$ cat config.mk
export PLATFORM = sky130hd
export DESIGN_NAME = ps2_host_tx
export DESIGN_NICKNAME = d
export VERILOG_FILES = /design/src/rtl/ps2_host_tx.sv
export SDC_FILE = /design/constraint.sdc
export NUM_CORES = 1
export LEC_CHECK = 0
export CAP_MARGIN = 10
export CORE_ASPECT_RATIO = 2
export CORE_MARGIN = 3
export CORE_UTILIZATION = 30
export DETAILED_ROUTE_END_ITERATION = 8
export GPL_TIMING_DRIVEN = 0
export MAX_ROUTING_LAYER = met4
export RECOVER_POWER = 50
export SLEW_MARGIN = 10
export SYNTH_ARGS = -nofsm -noshare
export SYNTH_HDL_FRONTEND = slang
export SYNTH_SLANG_ARGS = --single-unit
export TNS_END_PERCENT = 30
$ cat constraint.sdc
create_clock -name CLKBoard -period 1.85 [get_ports CLKBoard]
set_input_delay 0.37 -clock CLKBoard [delete_from_list [all_inputs] [get_ports CLKBoard]]
set_output_delay 0.37 -clock CLKBoard [all_outputs]
set_load 0.1 [all_outputs]
$ cat src/rtl/ps2_host_tx.sv
// PS/2 host-to-device transmitter: inhibits the bus, sends start/data/parity/stop and checks the device ACK.
// Define PS2_TX_TIMEOUT_EN to add a transfer watchdog that aborts a stalled transfer with TX_ERR.
module ps2_host_tx #(
    parameter int INHIBIT_CYCLES = 10000,
    parameter int TIMEOUT_CYCLES = 1500000
) (
    input  logic       CLKBoard,
    input  logic       RESET,
    input  logic [7:0] TX_DATA,
    input  logic       TX_START,
    input  logic       KEYSIG_CLK,
    input  logic       KEYSIG_DATA,
    output logic       KEYSIG_CLK_OE,
    output logic       KEYSIG_DATA_OE,
    output logic       TX_BUSY,
    output logic       TX_DONE,
    output logic       TX_ERR
);

    localparam int INH_W = (INHIBIT_CYCLES > 1) ? $clog2(INHIBIT_CYCLES) : 1;

    if (INHIBIT_CYCLES < 1 || TIMEOUT_CYCLES < 1) begin : g_bad_params
        $error("ps2_host_tx: INHIBIT_CYCLES and TIMEOUT_CYCLES must be at least 1");
    end

    typedef enum logic [2:0] {IDLE, INHIBIT, START, SEND, ACK, WAIT_IDLE} state_t;

    state_t             state;
    logic               clk_meta, clk_sync, clk_prev;
    logic               data_meta, data_sync;
    logic               clk_fall;
    logic [7:0]         tx_byte;
    logic               parity;
    logic [3:0]         bit_cnt;
    logic [INH_W-1:0]   inh_cnt;
`ifdef PS2_TX_TIMEOUT_EN
    localparam int WD_W = (TIMEOUT_CYCLES > 1) ? $clog2(TIMEOUT_CYCLES) : 1;
    logic [WD_W-1:0]    wd_cnt;
`endif

    // Idle PS/2 lines float high, so the synchronizers come out of reset at 1.
    always_ff @(posedge CLKBoard or posedge RESET) begin
        if (RESET) begin
            clk_meta  <= 1'b1;
            clk_sync  <= 1'b1;
            clk_prev  <= 1'b1;
            data_meta <= 1'b1;
            data_sync <= 1'b1;
        end else begin
            clk_meta  <= KEYSIG_CLK;
            clk_sync  <= clk_meta;
            clk_prev  <= clk_sync;
            data_meta <= KEYSIG_DATA;
            data_sync <= data_meta;
        end
    end

    assign clk_fall = clk_prev & ~clk_sync;
    assign TX_BUSY  = (state != IDLE);

    always_ff @(posedge CLKBoard or posedge RESET) begin
        if (RESET) begin
            state          <= IDLE;
            KEYSIG_CLK_OE  <= 1'b0;
            KEYSIG_DATA_OE <= 1'b0;
            TX_DONE        <= 1'b0;
            TX_ERR         <= 1'b0;
            tx_byte        <= '0;
            parity         <= 1'b0;
            bit_cnt        <= '0;
            inh_cnt        <= '0;
`ifdef PS2_TX_TIMEOUT_EN
            wd_cnt         <= '0;
`endif
        end else begin
            TX_DONE <= 1'b0;
            TX_ERR  <= 1'b0;
            case (state)
                IDLE: begin
                    KEYSIG_CLK_OE  <= 1'b0;
                    KEYSIG_DATA_OE <= 1'b0;
                    if (TX_START) begin
                        tx_byte       <= TX_DATA;
                        parity        <= ~^TX_DATA;
                        inh_cnt       <= '0;
                        KEYSIG_CLK_OE <= 1'b1;
                        state         <= INHIBIT;
                    end
                end
                INHIBIT: begin
                    if (inh_cnt == INH_W'(INHIBIT_CYCLES - 1)) begin
                        KEYSIG_DATA_OE <= 1'b1;
                        state          <= START;
`ifdef PS2_TX_TIMEOUT_EN
                        wd_cnt         <= '0;
`endif
                    end else begin
                        inh_cnt <= inh_cnt + 1'b1;
                    end
                end
                START: begin
                    KEYSIG_CLK_OE <= 1'b0;
                    bit_cnt       <= '0;
                    state         <= SEND;
                end
                // Edges 1-8 carry D0..D7, edge 9 the parity bit, edge 10 releases the line as the stop bit.
                SEND: begin
                    if (clk_fall) begin
                        bit_cnt <= bit_cnt + 1'b1;
                        if (bit_cnt < 4'd8) begin
                            KEYSIG_DATA_OE <= ~tx_byte[bit_cnt[2:0]];
                        end else if (bit_cnt == 4'd8) begin
                            KEYSIG_DATA_OE <= ~parity;
                        end else begin
                            KEYSIG_DATA_OE <= 1'b0;
                            state          <= ACK;
                        end
                    end
                end
                ACK: begin
                    if (clk_fall) begin
                        if (data_sync) begin
                            TX_ERR <= 1'b1;
                            state  <= IDLE;
                        end else begin
                            state <= WAIT_IDLE;
                        end
                    end
                end
                WAIT_IDLE: begin
                    if (clk_sync && data_sync) begin
                        TX_DONE <= 1'b1;
                        state   <= IDLE;
                    end
                end
                default: state <= IDLE;
            endcase
`ifdef PS2_TX_TIMEOUT_EN
            // Watchdog overrides whatever the FSM decided this cycle, so DONE and ERR stay exclusive.
            if (state inside {START, SEND, ACK, WAIT_IDLE}) begin
                if (wd_cnt == WD_W'(TIMEOUT_CYCLES - 1)) begin
                    KEYSIG_CLK_OE  <= 1'b0;
                    KEYSIG_DATA_OE <= 1'b0;
                    TX_DONE        <= 1'b0;
                    TX_ERR         <= 1'b1;
                    state          <= IDLE;
                end else begin
                    wd_cnt <= wd_cnt + 1'b1;
                end
            end
`endif
        end
    end

endmodule

==> run notes <==
The synthesis and place-and-route flow finished, so here is a summary.

The inverter count came out at 8. In this run the most critical hold path is launched from data_meta$_DFF_PP1_. The area fraction in full adders, half adders and majority gates is 1.826%.

The violation tally recorded at the end of detailed-routing iteration 0 is 58. The worst setup path is launched from a flop. The number of flops mapped to enable cells by yosys is 0. The final-layout setup total negative slack is -1.811 ns.

For this run, design rule violations remaining after detail routing come to 0. The combinational fraction of the cell area came out at 38.71%. The final number of max-transition violations came out at 0. The register bank with the most flops is inh_cnt. The minimum setup slack in the final design came out at -0.1763 ns. The final clock skew is 0.005789 ns. The via count of the first global-routing pass is 1662. The leakage power in the latest report is 1.118 nW. The largest buffer count on any clock path came out at 2.

The layer flagged by global routing as most heavily used is met2. The logic depth of the worst register-to-register path is 5. The final global-route overflow total came out at 0. Hold analysis lists the worst path endpoint as data_sync$_DFF_PP1_. The mapped netlist covers 0.002056 sq mm. The initial antenna violation count is 0. The number of clock sinks came to 39.

The dominant combinational cell family by area after synthesis is simple AND/OR/NAND/NOR gates. The register cell area after layout is 984.7 sq um. The setup slack after placement came out at -0.5697 ns. Sequential cells consume a total of 1.28 mW.

In this build the clock could be raised as far as 0.4935 GHz. The number of flip-flops and latches came out at 39. The Yosys chip area came out at 0.002056 sq mm. The share of async-settable or async-resettable flops after synthesis is 100.0%. The aoi/oai-family share of the synthesized area is 16.49%.

The non-clock buffer contribution to total cell area came out at 11.56%. The final period utilization came out at 109.5%. The top-level port count is 18.

Buffers inserted during clock tree synthesis total 5. The fraction of cell area in sequential cells is reported as 38.22%. The required time reported for the critical path endpoint came out at 2.02 ns. The parity-gate share of the synthesized area counting xor and xnor cells is 3.834%.

After detailed routing, the number of vias per cell comes to 5.096. The met2 layer wire length in the routed design is 2867 um. The floorplan step set the die height to 123.1 um.

The cell resize tally after clock tree synthesis is 23. Looking at the clock tree report, the H-tree level count equals 2. The share of final layout cell area taken by clock buffers and inverters came out at 6.071%. The number of filler cells placed in the layout is 699. The endpoint kind of the worst setup timing path is a flop. The uppermost signal routing layer after detailed routing is met4. The worst-margin pin slew came out at 0.9520 ns. Of the total power, the clock network draws 25.2%. The total non-filler cell area in the finished layout is 0.002576 sq mm. The cell accounting for the most synthesized area is sky130_fd_sc_hd__dfrtp_1.

The remaining antenna violation count after routing is 0. The iteration count recorded for the first detailed-route pass is 5. The layout contains a multi-input combinational cell count of 151. The group that draws the most power in this run is combinational cells. At the floorplan stage, the core utilization is reported as 31.05%. The power share of the combinational group is 39.0%.

After detailed placement, the total cell area comes to 0.002364 sq mm. Setup violations remaining at the end of the flow were counted as 13. Detailed routing inserted a total of 1651 vias. The primary flip-flop cell chosen by synthesis mapping is sky130_fd_sc_hd__dfrtp_1.

The area of the placeable core is 0.006621 sq mm. The proportion of netlist area held by the largest area contributor came out at 41.39%. Looking at the reg2reg group, the worst path starts from inh_cnt[12]$_DFFE_PP0P_.

The number of non-clock buffers in the layout is 30. The TritonCTS clock tree is yes. In this run the worst setup path terminates at inh_cnt[1]$_DFFE_PP0P_. The met3 wire length came out at 130 um. The setup path with the least slack is of type reg2reg.

Per the detailed-route log, wirelength across all metal layers totals 4897 um. The run finished, with violations left. The post-route non-filler standard cell count came out at 324. The maximum number of pins on one net before global-route repair came out at 29. The max-capacitance violation count is 0. The routability-driven placement congestion ratio is 0.7908.

Hold timing on the final database bottoms out at a slack of 0.3515 ns. The combinational-cell power consumption is 1.40 mW. The number of hold violations in the final report is 0.

The final report gives the core utilization as 38.91%. The most common cell in the synthesized netlist is sky130_fd_sc_hd__nand2_1. The share of synthesized area occupied by flip-flops and latches came out at 47.78%.

The flow inserted 88 tap cells. Routing resource usage on met2 recorded by global route was 26.88%. In the final layout, the registers with the most flip-flops are inh_cnt (14), tx_byte (8), bit_cnt (4). In the final routing, the length of wire on met1 measures 1759 um.

Clock latency on the worst-skew pair, taken at its later pin, is 0.28 ns. For this design, the CTS-stage hold fixing added 0 buffers. The number of nets in the synthesized netlist is 222. Per the final layout report, the fraction of cells sized above drive strength 1 comes to 20.76%. The total number of placement rows is 42.

The final reports fail on negative setup slack. For reference, simple AND, OR, NAND and NOR cells occupy 22.88% of the area reported after synthesis. The clock-pin slew on the worst setup and hold paths is 0.06 ns. The total die size came out at 0.007942 sq mm. Input and output buffers added on the ports amount to 17. The synthesized instance count is 206.

The sum of internal, switching and leakage power came out at 3.583 mW. The highest cell delay on the worst timing path is 0.57 ns. The register bit count reported by yosys is 39. The routed design shows a wire length per standard cell of 15.11 um. The total power density per cell area is 1391 mW/mm^2. On met1, the global router reports a usage of 12.66%.

In this run, distinct cell masters in the synthesized netlist total 49. Looking at the area split, the leading class of cells is logic gates. The number of cells after detailed placement is 312. The sequential share of power came out at 35.7%. The average footprint of a synthesized cell came out at 9.979 sq um. Net switching is 37.51% of the power. The buffer count from post-CTS setup fixing is 0. Counting I/O delays and the setup requirement, the final critical path takes 2.026 ns. The wire length of the first global-routing pass is 8045 um. The post-synthesis to final-layout area growth is 25.32%. Yosys stat counts 206 cells in the synthesized netlist. The cell depth of the worst hold path is 0.

The register with the most flip-flops in the layout has 14 of them. For this design, the slowest cell found on the critical path is sky130_fd_sc_hd__or4bb_4. The worst-case reg-to-reg setup slack stands at -0.18 ns. The arrival time at the worst endpoint came out at 2.19 ns. Clock buffers in the final layout number 8. The source of the critical timing path is inh_cnt[12]$_DFFE_PP0P_. Clock tree synthesis selected as its root buffer the cell sky130_fd_sc_hd__clkbuf_16. The tightest min-delay check is of the reg2reg type. The power in the clock group is 0.904 mW. The HPWL after detailed placement is 3663 um. The switching power is 1.344 mW. The cell-internal power came out at 2.239 mW. The logic area came out at 997.2 sq um.
## critical path, delay by kind of cell (launching register included)
family	cells	cell delay, ns
AOI/OAI and AO/OA	3	0.73
buffers and inverters	1	0.20
DFF	1	0.40
and+or+nand+nor	1	0.57
## cells in the final DEF (no fill, tap or decap), drive strengths merged, types with 3 or more instances in the layout
master / n
ha: 3
nand2: 38
nand2b: 4
xnor2: 6
a21oi: 13
or3: 4
o21a: 3
clkbuf: 15
buf: 8
clkdlybuf4s50: 9
nor2: 7
o21ai: 13
dfstp: 5
nand3: 9
nor2b: 3
xor2: 3
inv: 8
o31ai: 6
nand4: 4
dlygate4sd3: 3
or4: 5
dfrtp: 34
Figure 1. Clock distribution.
Scale bar: 20 um.
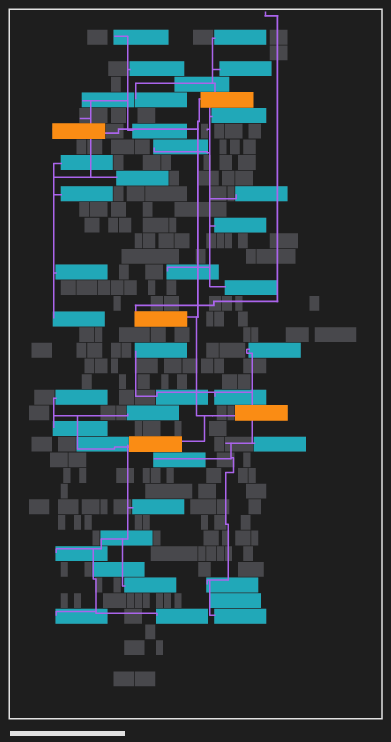
Key: orange = cells driving clock nets [count 5]; cyan = flip-flops [count 39]; purple = clock wires [length 587 um]
There are 6 routed clock nets.

Figure 2. Drive-strength map.
Scale bar: 20 um.
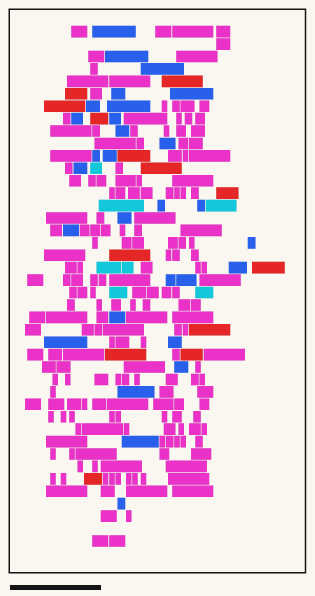
Key: red = drive 6 and up [cells 13, share 5.5%]; magenta = drive 1 or less [cells 187, share 79%]; cyan = drive 3 to 4 [cells 7, share 3.0%]; blue = drive 2 [cells 29, share 12%]

No activity file was given, so power comes from the tool's default toggle rates.
